### config.mk
export PLATFORM = sky130hd
export DESIGN_NAME = uart_tx_arb
export DESIGN_NICKNAME = d
export VERILOG_FILES = /design/src/rtl/uart_tx_arb_pkg.sv /design/src/rtl/uart_rr_pick.sv /design/src/rtl/uart_tx_arb.sv
export SDC_FILE = /design/constraint.sdc
export NUM_CORES = 1
export LEC_CHECK = 0
export CORE_AREA = 2 2 66 94
export DETAILED_ROUTE_END_ITERATION = 7
export DIE_AREA = 0 0 68 96
export HOLD_SLACK_MARGIN = 0.1
export PLACE_DENSITY = 0.69
export SLEW_MARGIN = 30
export SYNTH_ARGS = -nofsm -noshare
export SYNTH_HDL_FRONTEND = slang
export SYNTH_SLANG_ARGS = --single-unit
### constraint.sdc
create_clock -name clk -period 2.6 [get_ports clk]
set_clock_uncertainty 0.1 [all_clocks]
set_input_delay 0.52 -clock clk [delete_from_list [all_inputs] [get_ports clk]]
set_output_delay 0.52 -clock clk [all_outputs]
set_load 0.005 [all_outputs]
### src/rtl/uart_tx_arb_pkg.sv
// Shared constants for the UART transmit arbiter: FSM encodings, byte and timeout widths,
// and a small modular-add helper used by round-robin pickers.
package uart_tx_arb_pkg;

    localparam int STATE_W = 2;
    localparam logic [STATE_W-1:0] ST_IDLE  = 2'd0;
    localparam logic [STATE_W-1:0] ST_ISSUE = 2'd1;
    localparam logic [STATE_W-1:0] ST_WAIT  = 2'd2;

    localparam int BYTE_W = 8;
    localparam int CNT_W  = 16;

    // (a + b) mod n for 0 <= a, b < n, without a divider
    function automatic int wrap_add(input int a, input int b, input int n);
        int s;
        s = a + b;
        return (s >= n) ? s - n : s;
    endfunction

endpackage

### src/rtl/uart_rr_pick.sv
// Combinational round-robin picker: returns the first set request at or above rr_ptr,
// wrapping modulo N_REQ.
module uart_rr_pick
    import uart_tx_arb_pkg::*;
#(
    parameter int N_REQ = 4,
    parameter int ID_W  = 2
) (
    input  logic [N_REQ-1:0] req,
    input  logic [ID_W-1:0]  rr_ptr,
    output logic             valid,
    output logic [ID_W-1:0]  id
);

    // Scan from lowest priority to highest so the highest-priority hit is written last
    always_comb begin
        valid = |req;
        id    = '0;
        for (int i = N_REQ - 1; i >= 0; i--) begin
            if (req[wrap_add(int'(rr_ptr), i, N_REQ)]) begin
                id = ID_W'(wrap_add(int'(rr_ptr), i, N_REQ));
            end
        end
    end

endmodule

### src/rtl/uart_tx_arb.sv
// Round-robin scheduler sharing one UART TX engine among N_REQ requesters, one byte at a
// time, with packet locking and a completion timeout.
//
// state    | meaning
// ---------+-------------------------------------------------------------
// ST_IDLE  | no owner; pick next requester round-robin from rr_ptr
// ST_ISSUE | owner granted; start the engine once tx_busy is low
// ST_WAIT  | byte in flight; wait for tx_end or timeout expiry
module uart_tx_arb
    import uart_tx_arb_pkg::*;
#(
    parameter int N_REQ   = 4,
    parameter int ID_W    = 2,
    parameter int TIMEOUT = 65535
) (
    input  logic                      clk,
    input  logic                      reset,
    input  logic [N_REQ-1:0]          req,
    input  logic [N_REQ*BYTE_W-1:0]   req_data,
    input  logic [N_REQ-1:0]          req_last,
    output logic [N_REQ-1:0]          ack,
    output logic [N_REQ-1:0]          done,
    output logic [N_REQ-1:0]          err,
    input  logic                      tx_busy,
    input  logic                      tx_end,
    output logic                      tx_start,
    output logic [BYTE_W-1:0]         tx_data,
    output logic [ID_W-1:0]           grant_id,
    output logic                      busy
);

    localparam logic [CNT_W-1:0] CNT_LAST = CNT_W'(TIMEOUT - 1);

    logic [STATE_W-1:0] state;
    logic [ID_W-1:0]    rr_ptr;
    logic               lock;
    logic [CNT_W-1:0]   cnt;
    logic               pick_valid;
    logic [ID_W-1:0]    pick_id;
    logic [ID_W-1:0]    next_ptr;

    uart_rr_pick #(
        .N_REQ (N_REQ),
        .ID_W  (ID_W)
    ) u_pick (
        .req    (req),
        .rr_ptr (rr_ptr),
        .valid  (pick_valid),
        .id     (pick_id)
    );

    assign next_ptr = (int'(grant_id) == N_REQ - 1) ? '0 : grant_id + 1'b1;

    always_ff @(posedge clk) begin
        if (reset) begin
            state    <= ST_IDLE;
            rr_ptr   <= '0;
            lock     <= 1'b0;
            cnt      <= '0;
            grant_id <= '0;
            ack      <= '0;
            done     <= '0;
            err      <= '0;
            tx_start <= 1'b0;
            tx_data  <= '0;
            busy     <= 1'b0;
        end else begin
            ack      <= '0;
            done     <= '0;
            err      <= '0;
            tx_start <= 1'b0;
            tx_data  <= '0;
            case (state)
                ST_IDLE: begin
                    if (pick_valid) begin
                        grant_id <= pick_id;
                        state    <= ST_ISSUE;
                        busy     <= 1'b1;
                    end
                end
                ST_ISSUE: begin
                    if (!tx_busy) begin
                        tx_start      <= 1'b1;
                        tx_data       <= req_data[int'(grant_id)*BYTE_W +: BYTE_W];
                        ack[grant_id] <= 1'b1;
                        lock          <= !req_last[grant_id];
                        cnt           <= '0;
                        state         <= ST_WAIT;
                    end
                end
                ST_WAIT: begin
                    // tx_end takes priority over a coincident timeout expiry
                    if (tx_end) begin
                        done[grant_id] <= 1'b1;
                        if (lock && req[grant_id]) begin
                            state <= ST_ISSUE;
                        end else begin
                            rr_ptr <= next_ptr;
                            lock   <= 1'b0;
                            state  <= ST_IDLE;
                            busy   <= 1'b0;
                        end
                    end else if (cnt == CNT_LAST) begin
                        err[grant_id] <= 1'b1;
                        rr_ptr        <= next_ptr;
                        lock          <= 1'b0;
                        state         <= ST_IDLE;
                        busy          <= 1'b0;
                    end else begin
                        cnt <= cnt + 1'b1;
                    end
                end
                default: begin
                    state <= ST_IDLE;
                    busy  <= 1'b0;
                end
            endcase
        end
    end

endmodule
==> GITHUB_STEP_SUMMARY, run 1 <==
## Synthesis and layout report

| Metric | Value |
|---|---|
| Status | complete, no violations |
| Final setup viols | 0 |
| Final slew viol count | 0 |
| R2R depth | 4 |
| Power, Total | 1.47 mW |
| Filler instances | roughly 540 |
| Cell Type Count | between 40 and 50 |
| Ant. Diodes | 0 |
| Crit Path Max Fanout | 10 |
| Crit-path cells | clkdlybuf4s50_1 > buf_4 > nor3b_2 > o41ai_2 > or4_1 > a21oi_1 |
| Gp weighted congestion | 0.801 |
| Critical path arrival | about 2.4 ns |
| Slowest CP cell | or4_1 |
| Post-CTS Setup Repair Bufs | 0 |
| WL final | about 5400 um |
| CP required | between 2 and 3 ns |
| Comb power frac | ~15% |
| Post-synth ARST share | 0% |
| CP peak stage delay | roughly 0.52 ns |
| Most instantiated logic cell after routing | clkdlybuf4s50_1 |
| Worst min path class | reg2reg |
| Total tool warning count | 30 |
| Flip-flops with a built-in enable | 0 |
| Total track usage | between 10% and 20% |
| Hold path start | cnt[15] |
| Critical path depth | 6 |
| Vias in the first global route | ~1.8k |
| Share of cells above drive strength 1 | between 10% and 20% |
## run 1: layout make-up
class                   count  area share (%)
flip-flops and latches     45            28.7
clock inverters             3            1.47
multi-input cells         159            39.5
well taps                  70            2.79
clock buffers               5            2.19
repair buffers             79            24.2
inverters                   9            1.08
## run 1: flip-flops by register name, summed over array words and instances (netlist names)
signal,flops
ack,4
busy,1
cnt,16
done,4
err,4
grant_id,2
lock,1
rr_ptr,2
state,2
tx_data,8
tx_start,1
## run 1: per-layer routing
metal  part of all wire [%]  global-route usage, %  up-vias
li1                       -                      -      991
met1                     39                   18.6      932
met2                     54                   31.2       55
met3                    4.8                   4.44       11
met4                    2.3                   6.83        0
met5                      0                      0        -
==> run_1/class_map.png <==
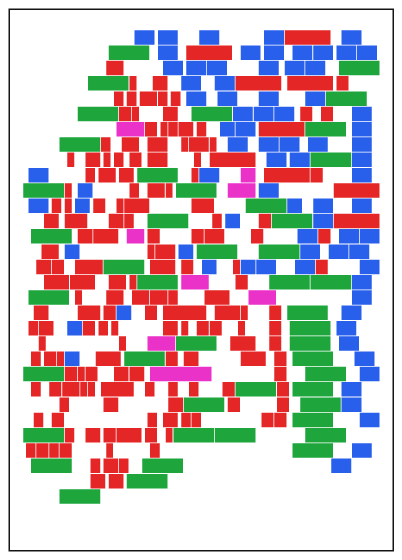
green -> registers  # cells 45
magenta -> clock drivers and dummy loads  # cells 8
red -> remaining logic cells  # cells 168
blue -> remaining buffers and delay cells  # cells 79
fin util: 55.1%
FP Rows: 33
Core ar.: 0.00570 mm2

==> run_1/clock_nets.png <==
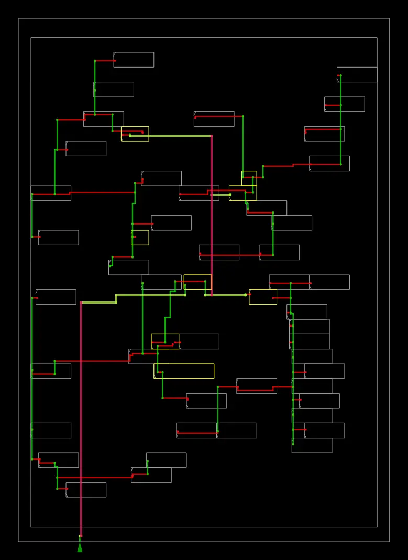
clk sinks: 45
Power Clock: 0.536 mW
CTS buffer count: 5

==> run_1/ff_map.png <==
Bar = 20 um. Other sequential cells in the stronger grey, the rest of the logic in the fainter grey.
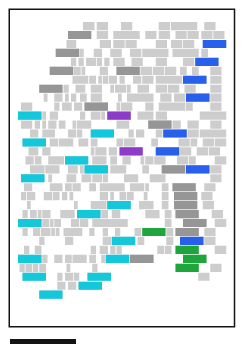
green -> err  # flops 4, where lower right
purple -> rr_ptr  # flops 2
cyan -> cnt  # flops 16
blue -> tx_data  # flops 8
register area: 901 um2
flip-flop and latch power: 0.723 mW
sequential share of cell area: 28.7%

==> run_1/sizing.png <==
Bar = 20 um.
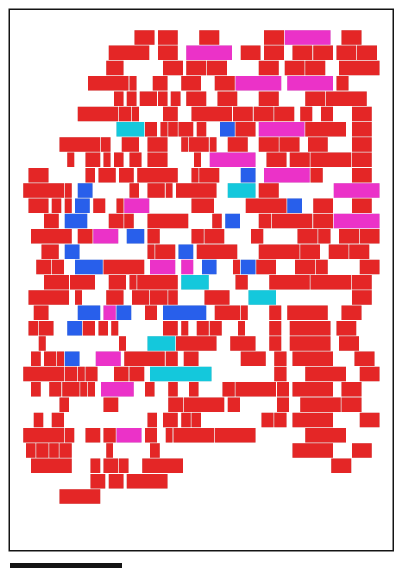
cyan -> x6 and larger  # cells 6, share 2.0%
red -> x1 and smaller  # cells 259, share 86%
blue -> x3 and x4  # cells 18, share 6.0%
magenta -> x2  # cells 17, share 5.7%
nonclk buf count: 79
post-route cell area: 0.00314 mm2
final worst setup slack: 0.347 ns

==> run_1/clock_wires.png <==
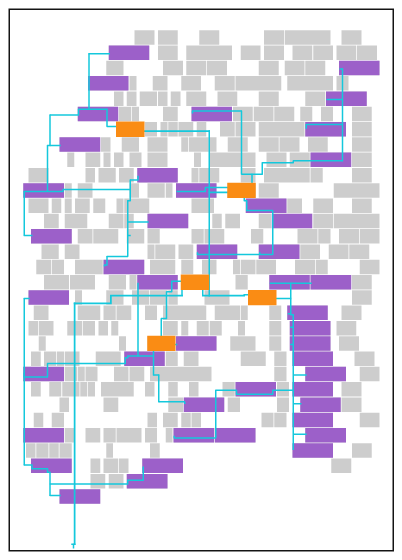

--- run 2 (diff from run 1) ---
MAX_ROUTING_LAYER = met4   (was unset)
==> run_2/clock_wires.png <==
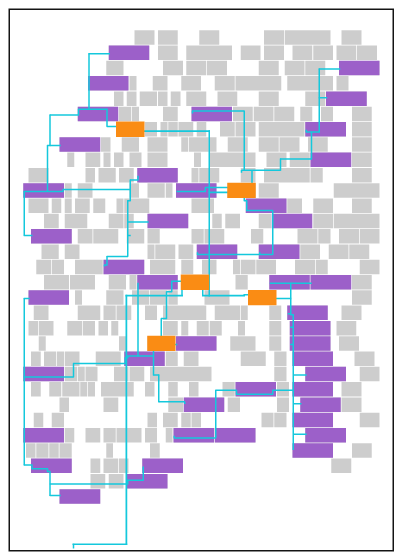
cyan -> clock wires  # length 559 um
orange -> clock-net drivers  # count 5
purple -> flip-flops  # count 45
routed clock nets = 6
Power Clock: 0.535 mW
Clk pwr share: 36.3%
Worst-Skew Late Latency: 0.30 ns

==> run 2 against run 1 <==
Compared with the run above: global-route usage grew 0.48 points; worst setup slack gained 0.0023 ns; register-to-register slack is essentially flat; critical path depth is the same; critical endpoint unchanged; sequential share of layout area is the same; clock-buffer cell count is the same; via count grew 0.30%; cell count is the same; wire length shrank 0.29%; synthesized cell count is the same.
==> GITHUB_STEP_SUMMARY, run 2 <==
## Synthesis and layout report

| Metric | Value |
|---|---|
| Status | complete, no violations |
| Routing usage on met1 | roughly a fifth |
| Share of cells above drive strength 1 | 13.7% |
| Filler instances | roughly 540 |
| CTS buffer count | 5 |
| Crit-path cells | clkdlybuf4s50_1 > buf_4 > nor3b_2 > o41ai_2 > or4_1 > a21oi_1 |
| Nonclk buf count | just under 80 |
| Met2 Usage GRT | around 31% |
| Max-area cell class | combinational gates |
| Total tool warning count | 30 |
| Logic Gate Count | 159 |
| Worst min path class | reg2reg |
| Core ar. | 0.00570 mm2 |
| Layer with the highest usage | met2 |
| Final slew viol count | 0 |
| Critical path arrival | approximately 2.4 ns |
| Hold path start | cnt[15] |
| FP Rows | 33 |
| Non-clock inverters | 9 |
| Top flop regs | cnt (16), tx_data (8) |
| WL final | 5430 um |
| Gp weighted congestion | 0.812 |
| Comb power frac | between 10% and 20% |
| Clock Network Area Fraction | 3.67% |
| Final worst setup slack | about 0.35 ns |
| Critical path depth | 6 |
| Post-synth ARST share | 0% |
| Post-CTS Setup Repair Bufs | 0 |
run 2: cell counts after synthesis:
Identical to the previous run, type by type.
run 2: per-layer routing:
layer	vias to the layer above	share of wire, %
met3	11	4.7
li1	990	-
met4	0	2.4
met5	-	0
met2	54	54
met1	940	39
run 2: per-stage QoR:
| stage | area (um2) | std cells | utilization (%) | total power, mW |
|---|---|---|---|---|
| 2_1_floorplan | 2220 | 222 | - | 0.839 |
| 3_3_place_gp | 3020 | 362 | 53.1 | 0.953 |
| 3_5_place_dp | 3020 | 362 | 53.1 | 0.956 |
| 4_1_cts | 3140 | 370 | 55.1 | 1.49 |
| 5_1_grt | 3140 | 370 | 55.1 | 1.54 |
| 6_report | 3140 | 370 | 55.1 | 1.47 |
--- run 3 (diff from run 2) ---
SKIP_CTS_REPAIR_TIMING = 1   (was unset)
SKIP_LAST_GASP = 1   (was unset)
clock period = 2.68 ns   (was 2.6 ns; I/O delays follow)
==> run_3/ff_map.png <==
Bar = 20 um. Other sequential cells in the stronger grey, the rest of the logic in the fainter grey.
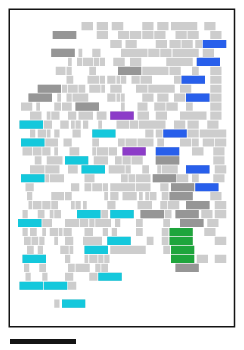
green -> err  # flops 4, where lower right
blue -> tx_data  # flops 8
cyan -> cnt  # flops 16
purple -> rr_ptr  # flops 2
not coloured = 15
flip-flop and latch power: 0.701 mW
sequential share of cell area: 28.8%

==> run 3 against run 2 <==
Compared with the run above: cell count decreased by 0.27%; die size is the same; worst setup slack better by 0.066 ns; non-clock buffer count down 1; design area is 0.24% lower; combinational power decreased by 3%; first-iteration DRC count increased by 68%; total power shrank 3.1%; hold slack got worse by 0.0036 ns; sequential share of layout area up 0.069 points; wire length grew 0.29%; sequential cell count unchanged.
==> GITHUB_STEP_SUMMARY, run 3 <==
## Synthesis and layout report

| Metric | Value |
|---|---|
| Clk pwr share | between 30% and 40% |
| Top flop regs | cnt (16), tx_data (8) |
| Gp weighted congestion | 0.800 |
| Dpl cell area | just over 0.003 mm2 |
| Nonclk buf count | 78 |
| Comb power frac | between 10 and 15% |
| Vias in the first global route | 1856 |
| Met3 wire len | around 270 um |
| Met1 wire length | between 2000 and 2500 um |
| Final worst setup slack | 0.416 ns |
| WL final | ~5400 um |
| CP required | around 2.8 ns |
| Top routing layer in use | met4 |
| Share of cells above drive strength 1 | roughly 13% |
| Cell Type Count | 47 |
| Flip-flops with a built-in enable | 0 |
| Final setup viols | 0 |
| Core ar. | between 0.005 and 0.006 mm2 |
| Final Non-Filler Cells | roughly 370 |
| Ant. Diodes | 0 |
| FP Rows | 33 |
| Met3 Track Usage GR | around 3.9% |
| Critical path arrival | about 2.4 ns |
| Status | complete, no violations |
| Clock Network Area Fraction | under 10% |
| Tapcell count | roughly 70 |
-- run 3: cell counts after synthesis --
No cell type changed its count.
-- run 3: worst max-delay path, cell delays in order --
cell and delay (ns):
clkdlybuf4s50_1 0.43, buf_4 0.16, nor3b_2 0.36, o41ai_2 0.25, or4_1 0.51, a21oi_1 0.15
-- run 3: worst max path at each step --
stage                      start       to  cells past startpoint
after floorplan           tx_end  cnt[13]                      4
after global placement    tx_end  cnt[13]                      5
after detailed placement  tx_end   cnt[8]                      6
after CTS                 tx_end  cnt[12]                      6
after global routing      tx_end   cnt[8]                      6
final                     tx_end   cnt[8]                      6
Power figures rest on the tool's default switching activity, not on a simulated workload.
